**config.mk**
```make
export PLATFORM = sky130hd
export DESIGN_NAME = pipe_skid_stage
export DESIGN_NICKNAME = d
export VERILOG_FILES = /design/src/rtl/pipe_skid_stage_pkg.sv /design/src/rtl/pipe_skid_stage_entry.sv /design/src/rtl/pipe_skid_stage.sv
export SDC_FILE = /design/constraint.sdc
export NUM_CORES = 1
export LEC_CHECK = 0
export ABC_AREA = 1
export CORE_AREA = 2 2 133 135
export CTS_BUF_LIST = sky130_fd_sc_hd__clkbuf_8 sky130_fd_sc_hd__clkbuf_16
export CTS_CLUSTER_SIZE = 30
export DETAILED_ROUTE_END_ITERATION = 16
export DIE_AREA = 0 0 135 137
export PLACE_DENSITY = 0.77
export RECOVER_POWER = 50
export SYNTH_ARGS = -nofsm -noshare
export SYNTH_HDL_FRONTEND = slang
export SYNTH_SLANG_ARGS = --single-unit
```
**constraint.sdc**
```tcl
create_clock -name clk -period 2.7 [get_ports clk]
set_input_delay 0.27 -clock clk [delete_from_list [all_inputs] [get_ports clk]]
set_output_delay 0.27 -clock clk [all_outputs]
set_load 0.05 [all_outputs]
```
**src/rtl/pipe_skid_stage_pkg.sv**
```systemverilog
// Shared pipeline constants: occupancy encodings and default widths for the
// skid stage and its entry registers.
package pipe_skid_stage_pkg;

   localparam int DEF_DATA_W = 64;
   localparam int DEF_CNT_W  = 16;

   typedef logic [1:0] occ_t;

   localparam occ_t OCC_EMPTY = 2'd0;
   localparam occ_t OCC_ONE   = 2'd1;
   localparam occ_t OCC_FULL  = 2'd2;

endpackage

```
**src/rtl/pipe_skid_stage_entry.sv**
```systemverilog
// Single pipeline entry: payload plus valid flag, loaded or cleared on demand.
// Clearing restores the empty payload value so idle outputs are deterministic.
module pipe_entry
   import pipe_skid_stage_pkg::*;
#(
   parameter int                 DATA_W  = DEF_DATA_W,
   parameter logic [DATA_W-1:0]  CLR_VAL = '0
) (
   input  logic              clk,
   input  logic              reset,
   input  logic              load,
   input  logic              clear,
   input  logic [DATA_W-1:0] data,
   output logic [DATA_W-1:0] payload,
   output logic              valid
);

   always_ff @(posedge clk) begin
      if (reset || clear) begin
         valid   <= 1'b0;
         payload <= CLR_VAL;
      end else if (load) begin
         valid   <= 1'b1;
         payload <= data;
      end
   end

endmodule

```
**src/rtl/pipe_skid_stage.sv**
```systemverilog
// Two-entry skid buffer: main entry drives the output, skid entry absorbs one
// payload when downstream stalls so in_ready can come straight from a flop.
module pipe_skid_stage
   import pipe_skid_stage_pkg::*;
#(
   parameter int                 DATA_W  = DEF_DATA_W,
   parameter logic [DATA_W-1:0]  CLR_VAL = '0,
   parameter int                 CNT_W   = DEF_CNT_W
) (
   input  logic              clk,
   input  logic              reset,
   input  logic              in_valid,
   input  logic [DATA_W-1:0] in_data,
   output logic              in_ready,
   output logic              out_valid,
   output logic [DATA_W-1:0] out_data,
   input  logic              out_ready,
   input  logic              flush,
   output logic [1:0]        occupancy,
   output logic [CNT_W-1:0]  stall_cnt
);

   logic              main_valid, skid_valid;
   logic [DATA_W-1:0] main_payload, skid_payload;
   logic              main_load, main_clear, skid_load, skid_clear;
   logic [DATA_W-1:0] main_d;
   logic              accept, emit;

   assign in_ready  = ~skid_valid;
   assign out_valid = main_valid;
   assign out_data  = main_payload;

   assign accept = in_valid & ~skid_valid;
   assign emit   = main_valid & out_ready;

   always_comb begin
      main_load  = 1'b0;
      main_clear = 1'b0;
      skid_load  = 1'b0;
      skid_clear = 1'b0;
      main_d     = in_data;
      if (flush) begin
         main_clear = 1'b1;
         skid_clear = 1'b1;
      end else if (!main_valid) begin
         main_load = accept;
      end else if (!skid_valid) begin
         if (accept && emit) begin
            main_load = 1'b1;
         end else if (accept) begin
            skid_load = 1'b1;
         end else if (emit) begin
            main_clear = 1'b1;
         end
      end else if (emit) begin
         // both full: accept is impossible, skid drains into main
         main_load  = 1'b1;
         main_d     = skid_payload;
         skid_clear = 1'b1;
      end
   end

   pipe_entry #(.DATA_W(DATA_W), .CLR_VAL(CLR_VAL)) u_main (
      .clk     (clk),
      .reset   (reset),
      .load    (main_load),
      .clear   (main_clear),
      .data    (main_d),
      .payload (main_payload),
      .valid   (main_valid)
   );

   pipe_entry #(.DATA_W(DATA_W), .CLR_VAL(CLR_VAL)) u_skid (
      .clk     (clk),
      .reset   (reset),
      .load    (skid_load),
      .clear   (skid_clear),
      .data    (in_data),
      .payload (skid_payload),
      .valid   (skid_valid)
   );

   always_comb begin
      if (main_valid && skid_valid) begin
         occupancy = OCC_FULL;
      end else if (main_valid || skid_valid) begin
         occupancy = OCC_ONE;
      end else begin
         occupancy = OCC_EMPTY;
      end
   end

   // saturating stall counter; flush deliberately leaves it alone
   always_ff @(posedge clk) begin
      if (reset) begin
         stall_cnt <= '0;
      end else if (main_valid && !out_ready && (stall_cnt != {CNT_W{1'b1}})) begin
         stall_cnt <= stall_cnt + CNT_W'(1);
      end
   end

endmodule

```
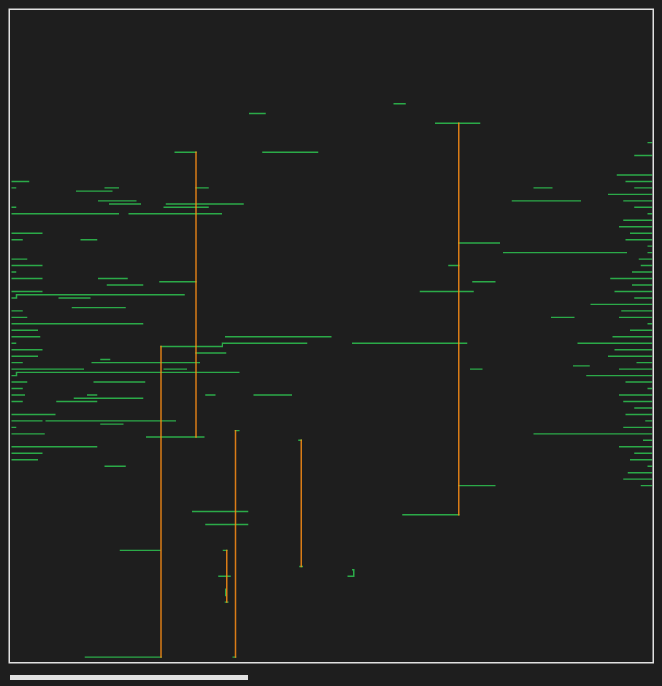
Figure 1: signal wires by layer.
The bar under the picture is 50 microns long. Only two layers are drawn.
- green: M3 (wire length 1,050 microns)
- orange: M4 (wire length 292 microns)

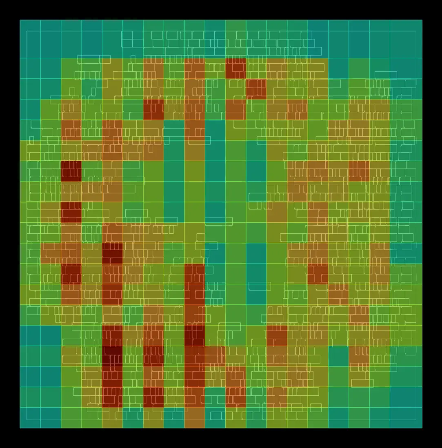
Figure 2: routing congestion map.
met2 Use GR: 0.325
grt met3 use: 0.0419
per-cell routed wire length: 13.0 microns

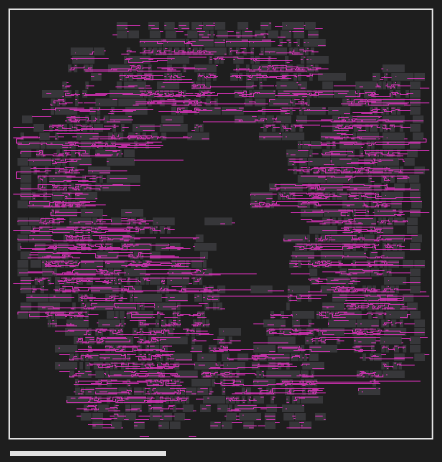
Figure 3: metal 1.
The bar under the picture is 50 microns long.
- wire length on this layer: 7,500 microns
- longest straight run: 35.9 microns

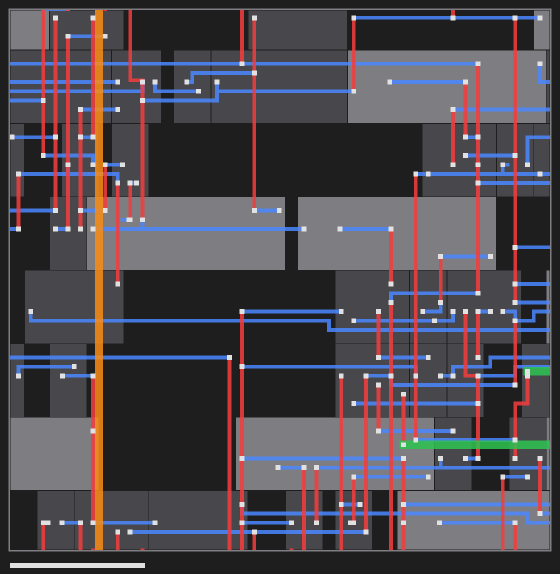
Figure 4: zoomed window.
The bar under the picture is 5 microns long. Window x 91 to 111, y 93 to 113 microns. Cells in gray, sequential cells in the stronger gray; small squares are vias.
- green: M3
- orange: M4
- blue: M1
- red: M2
- sequential cells in the window: 5
- cells with their middle in the window: 30
- most frequent: inv_1 (6), dfxtp_1 (5)
- netlist names of flops here include: u_skid.payload (4), u_main.payload (1)

[cell usage after synthesis (all sizes together)]
library cell and count:
inv 188, clkbuf 21, nand3 37, o21ai 1, nand3b 1, xor2 4, a21oi 102, nor3 1
o211ai 41, nand2 229, nor2 69, a211oi 40, buf 40, ha 2, xnor2 2, nand4 29
dfxtp 146
[worst min-delay path: stages]
cell and delay [ns]:
sky130_fd_sc_hd__clkdlybuf4s50_1 0.42, sky130_fd_sc_hd__nand2_1 0.07, sky130_fd_sc_hd__a21oi_1 0.05
[sequential cells by signal, summed over array words and instances, names as in the netlist]
signal / cells
u_main.payload: 64
u_skid.payload: 64
u_main.valid: 1
u_skid.valid: 1
stall_cnt: 16
==> run summary <==
Implementation results

The count of unique library cells instantiated by Yosys is 23. The run finished with clean final reports. The clock transition at the registers of the reported paths is 0.06 ns. The post-cts hold-fix buffer tally is 0. The power consumed by combinational cells is 0.000530 W.

The non-clock buffer share of cell area is 0.187. Per the post-synthesis report, the nets total 1,024. The hold slack is 0.435 ns. The analysis attributes to net switching a power of 0.00128 W. The family of cells with the greatest summed delay on the critical path is buffers and inverters. The cell count in the Yosys report is 953. The ratio of total power to cell area is 584 nW/um^2. The number of buffers added on ports is 152.

The internal cell power is just under 0.004 W. The peak supply drop is about 430 uV. The layer with the highest usage is met2. Recorded from the global router log, the overflow total was 0. The total iterations of the first detailed-routing run is 5. The number of clock-tree buffers in the layout is 21.

The type of the worst setup path is in -> reg. The detailed router reports a met3 wire length of 1.05 mm. Detailed placement finished with a half-perimeter wire length of 11.3 mm. The master of the slowest instance on the critical path is sky130_fd_sc_hd__clkbuf_1.

The core occupancy in the finished layout is 0.525. The worst register-to-register path begins at u_main.valid.
Power is estimated from default activity; no workload was simulated.
